Design uart_rx_fifo_flat, sky130hd; sources not shown.
**Run 1: cell density map**

The die is cut into 12 by 7 equal tiles; white is low, dark blue is high, 0 to 100% covered.
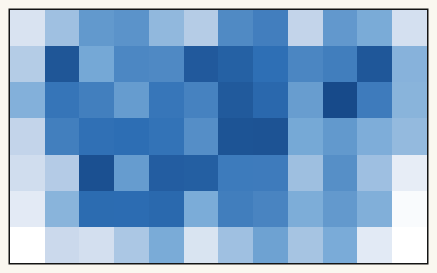
nearly empty tiles: 2.4%
mean over tiles: 53%
densest ninth of the die: middle
tiles over 75% full: 18%
fullest tile: 90%
Core Box Area: 8040 um2
Final Util: 60.5%
effective utilization at floorplan: 52.8%

**Run 1: clock wires, drivers and flops**

Bar = 20 um.
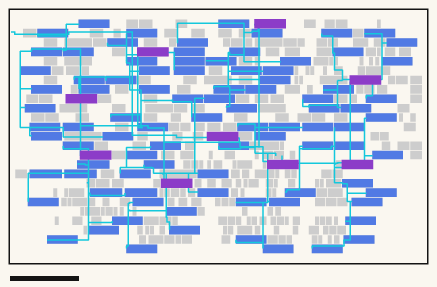
legend:
  blue:
    item: flip-flops
    count: 90
  purple:
    item: clock-net drivers
    count: 9
  cyan:
    item: clock wires
    length: 1,140 um
routed clock nets: 10
flops lie: all over the die
reported clock group power: 0.000523 W
skew final: 0.00431 ns

**Run 1: M3 wires**

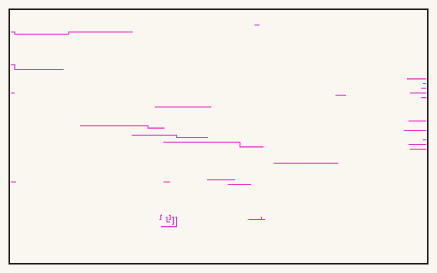
nets with wire on the layer: 25
main direction: horizontal
share of all routed wire: 3.1%
wire length on this layer: 240 um
final routed wirelength across all metal layers: 7770 um
Global Route met3 Usage: 5.75%

==> summary.json <==
{
  "outcome": {"value": "finished, final reports clean"},
  "edf_count": {"value": 0},
  "log.warning_count": {"value": 32},
  "synth.cell_area": {"value": 4240, "unit": "um2"},
  "worst_setup_path_start_kind": {"value": "flop"},
  "timing.hold.ws": {"value": 0.356, "unit": "ns"},
  "vias_in_the_first_global_route": {"value": 2552},
  "worstSetupPathDepth": {"value": 3},
  "final_layout_size_suffix_gt1_share": {"value": 23.8, "unit": "%"},
  "ctsHtreeMaxLevel": {"value": 3},
  "cellLeakagePower": {"value": 2.27, "unit": "nW"},
  "cts_root_buf": {"value": "sky130_fd_sc_hd__clkbuf_16"},
  "synthesis.nets": {"value": 357},
  "grt_util_overall": {"value": 19.9, "unit": "%"},
  "dp_hpwl": {"value": 5230, "unit": "um"},
  "antenna_cells_inserted": {"value": 0},
  "cts_resized": {"value": 0},
  "clk-insertion-delay-late": {"value": 0.34, "unit": "ns"},
  "final_report_setup_violation_count": {"value": 0},
  "postSynth.topFlopCell": {"value": "sky130_fd_sc_hd__dfrtp_1"},
  "fillCellCount": {"value": 632},
  "crit_buf_inv": {"value": 1},
  "area_growth": {"value": 14.6, "unit": "%"},
  "synth_stat.cells": {"value": 338},
  "route.antenna.remaining_nets": {"value": 0},
  "timing.final.ws_setup": {"value": 3.55, "unit": "ns"},
  "largest_register_ff_count": {"value": 32},
  "grt_setup_unrepaired": {"value": "no"},
  "top_cell_area_share": {"value": 50.1, "unit": "%"},
  "critical-path-slowest-cell": {"value": "sky130_fd_sc_hd__dfrtp_1"},
  "wl_per_cell": {"value": 16.4, "unit": "um"},
  "worst_ep_required_time": {"value": 5.86, "unit": "ns"},
  "placement_stage_worst_setup_slack": {"value": 3.68, "unit": "ns"},
  "highest_fanout_seen_on_the_critical_path": {"value": 10},
  "gr-usage-met2": {"value": 27.9, "unit": "%"},
  "grt_antenna_before_repair": {"value": 0},
  "max-clock-path-buffers": {"value": 2},
  "rows": {"value": 25},
  "cts-buffers-inserted": {"value": 9},
  "power.density": {"value": 286, "unit": "nW/um2"},
  "die-width": {"value": 121, "unit": "um"},
  "timing.fmax": {"value": 0.299, "unit": "GHz"},
  "timing.reg2reg.worst_path_depth": {"value": 6},
  "vias": {"value": 2619},
  "post_route_cell_area": {"value": 4860, "unit": "um2"},
  "post_cts.repair.setup_buffers": {"value": 0},
  "grt_pass1_wl": {"value": 13100, "unit": "um"},
  "relSlewSlack": {"value": 29.5, "unit": "%"},
  "finalCriticalPeriod": {"value": 3.35, "unit": "ns"},
  "crit_path_cell_trace": {"value": "mux4_2 -> and2_1 -> clkdlybuf4s50_1"},
  "synth.area.mux_share": {"value": 18.3, "unit": "%"},
  "postSynthAreaPerCell": {"value": 12.5, "unit": "um2"},
  "crit_path_end_kind": {"value": "primary output"},
  "cts_tree": {"value": "yes"},
  "fin_nets": {"value": 379},
  "synth.yosys.warnings": {"value": 0},
  "fraction_of_registers_with_async_set_reset": {"value": 100, "unit": "%"},
  "slew_viol_final": {"value": 0},
  "hold-path-cell-count": {"value": 0},
  "min-delay-path-class": {"value": "flop to flop"},
  "yosys.area_share.aoi": {"value": 7.29, "unit": "%"},
  "simple_gate_area_share": {"value": 10.3, "unit": "%"},
  "dominant_kind_of_combinational_cell": {"value": "multiplexers"},
  "chip_area": {"value": 8870, "unit": "um2"},
  "portBuffers": {"value": 19},
  "synth_adder_area_share": {"value": 4.54, "unit": "%"},
  "remaining_drc_errors": {"value": 0},
  "floorplan.io_pins": {"value": 20},
  "global_route.overflow_total": {"value": 0},
  "setup_total_negative_slack": {"value": 0, "unit": "ns"},
  "drt_iter0_markers": {"value": 161},
  "grt_busiest_layer": {"value": "met1"},
  "critPathArrivalTime": {"value": 2.31, "unit": "ns"},
  "post_synth_num_cell_types": {"value": 42},
  "reg2reg_setup_slack": {"value": 4.23, "unit": "ns"},
  "detail_route.first_pass.iterations": {"value": 4},
  "post-route-period-util": {"value": 48.5, "unit": "%"},
  "grt_max_degree": {"value": 86},
  "synth_xor_xnor_area_share": {"value": 4.13, "unit": "%"},
  "cap_viol_max_count": {"value": 0},
  "cts_hold_buffers": {"value": 0},
  "postSynthCellCount": {"value": 338},
  "worst_path_dominant_cell_family": {"value": "flip-flops"},
  "vias_per_cell": {"value": 5.54},
  "tightest_slew": {"value": 1.06, "unit": "ns"},
  "top_area_cell": {"value": "sky130_fd_sc_hd__dfrtp_1"},
  "final-hold-violation-count": {"value": 0},
  "floorplan.die.height": {"value": 73.3, "unit": "um"},
  "ir_worst_vdd": {"value": 0.164, "unit": "mV"},
  "dpl-instance-area": {"value": 4540, "unit": "um2"},
  "clkSlewWorstSetupHoldPaths": {"value": 0.06, "unit": "ns"},
  "criticalPathCategory": {"value": "flop to primary output"},
  "grt_util_met1": {"value": 29.5, "unit": "%"},
  "max_stage_delay": {"value": 0.69, "unit": "ns"},
  "ys_chip_area": {"value": 4240, "unit": "um2"},
  "yosys-top-cells-area": {"value": "sky130_fd_sc_hd__dfrtp_1, sky130_fd_sc_hd__mux2_2, sky130_fd_sc_hd__mux4_2, sky130_fd_sc_hd__ha_1, sky130_fd_sc_hd__dfstp_2"},
  "gp_congestion": {"value": 0.802},
  "synth-seq-cells": {"value": 90},
  "synth-seq-area-share": {"value": 53.2, "unit": "%"},
  "clkSinkCount": {"value": 90}
}
[run 1: cell usage in the layout (no fill, tap or decap), drive strengths merged, types with 2 or more instances in the layout]
cell,Yosys,final
clkbuf,9,9
nor4b,3,3
inv,16,15
a31oi,2,2
nand3,5,5
bufinv,0,2
a22o,7,7
clkinv,0,4
nand2b,2,2
mux2,52,52
xor2,8,8
a311oi,2,2
and3,6,6
nor2b,5,5
nor3,5,5
mux4,8,8
or2,2,2
o31ai,5,5
dfrtp,85,85
xnor2,12,12
and2,11,11
nand2,18,18
o21ai,14,14
dfstp,5,5
nor2,16,16
a21o,3,3
clkinvlp,0,2
ha,13,13
a21oi,8,8
clkdlybuf4s50,0,19
nand4,2,2
nor4,3,3
[run 1: cell type report]
class / count / area [um2] / area share [%]
sequential: 90 / 2260 / 46.5
clock inverter: 7 / 93.8 / 1.93
multi-input combinational: 223 / 1890 / 38.9
clock buffer: 9 / 225 / 4.63
timing repair buffer: 20 / 198 / 4.07
tap: 108 / 135 / 2.78
inverter: 16 / 61.3 / 1.26
[run 1: layer usage]
metal,routed length (um),vias to the layer above
li1,-,1254
met1,4120,1315
met2,3330,43
met3,240,7
met4,80,0
met5,0,-
[run 1: worst reg2reg max path, cell delays in order, from the launching register on]
cell and delay [ns]:
sky130_fd_sc_hd__dfrtp_1 0.40, sky130_fd_sc_hd__inv_1 0.07, sky130_fd_sc_hd__ha_1 0.16, sky130_fd_sc_hd__nand4_1 0.30, sky130_fd_sc_hd__or4_4 0.65, sky130_fd_sc_hd__nor4b_4 0.57, sky130_fd_sc_hd__mux2_2 0.41
[run 1: stage by stage]
step	power [W]	cells
3_5_place_dp	0.000879	457
2_1_floorplan	0.000802	338
5_1_grt	0.00146	473
4_1_cts	0.00141	473
6_report	0.00139	473
3_3_place_gp	0.000870	457
[run 1: Yosys cell counts, types with 5 or more instances]
library cell	number
sky130_fd_sc_hd__ha_1	13
sky130_fd_sc_hd__and2_1	11
sky130_fd_sc_hd__nand2_1	18
sky130_fd_sc_hd__a21oi_1	8
sky130_fd_sc_hd__mux4_2	8
sky130_fd_sc_hd__xor2_1	8
sky130_fd_sc_hd__a22o_1	7
sky130_fd_sc_hd__o21ai_0	14
sky130_fd_sc_hd__nor2_1	16
sky130_fd_sc_hd__mux2_2	52
sky130_fd_sc_hd__inv_1	16
sky130_fd_sc_hd__nor3_1	5
sky130_fd_sc_hd__xnor2_1	12
sky130_fd_sc_hd__clkbuf_1	9
sky130_fd_sc_hd__and3_1	6
sky130_fd_sc_hd__nor2b_1	5
sky130_fd_sc_hd__dfrtp_1	85
sky130_fd_sc_hd__o31ai_1	5
sky130_fd_sc_hd__dfstp_2	5
sky130_fd_sc_hd__nand3_1	5
[run 1: cells by family after synthesis]
kind of cell | count (synthesis)
buf+inv | 25
compound gates | 47
xor+xnor | 20
fa+ha+maj | 15
flops | 90
mux | 61
simple gates | 80
[run 1: report_power, final]
| group | internal (W) | switching, W | total (W) | leakage [nW] |
|---|---|---|---|---|
| sequential | 0.000564 | 0.0000772 | 0.000642 | 1.21 |
| clock | 0.000316 | 0.000206 | 0.000523 | 0.151 |
| combinational | 0.000107 | 0.000119 | 0.000227 | 0.910 |
Power is estimated from default activity; no workload was simulated.
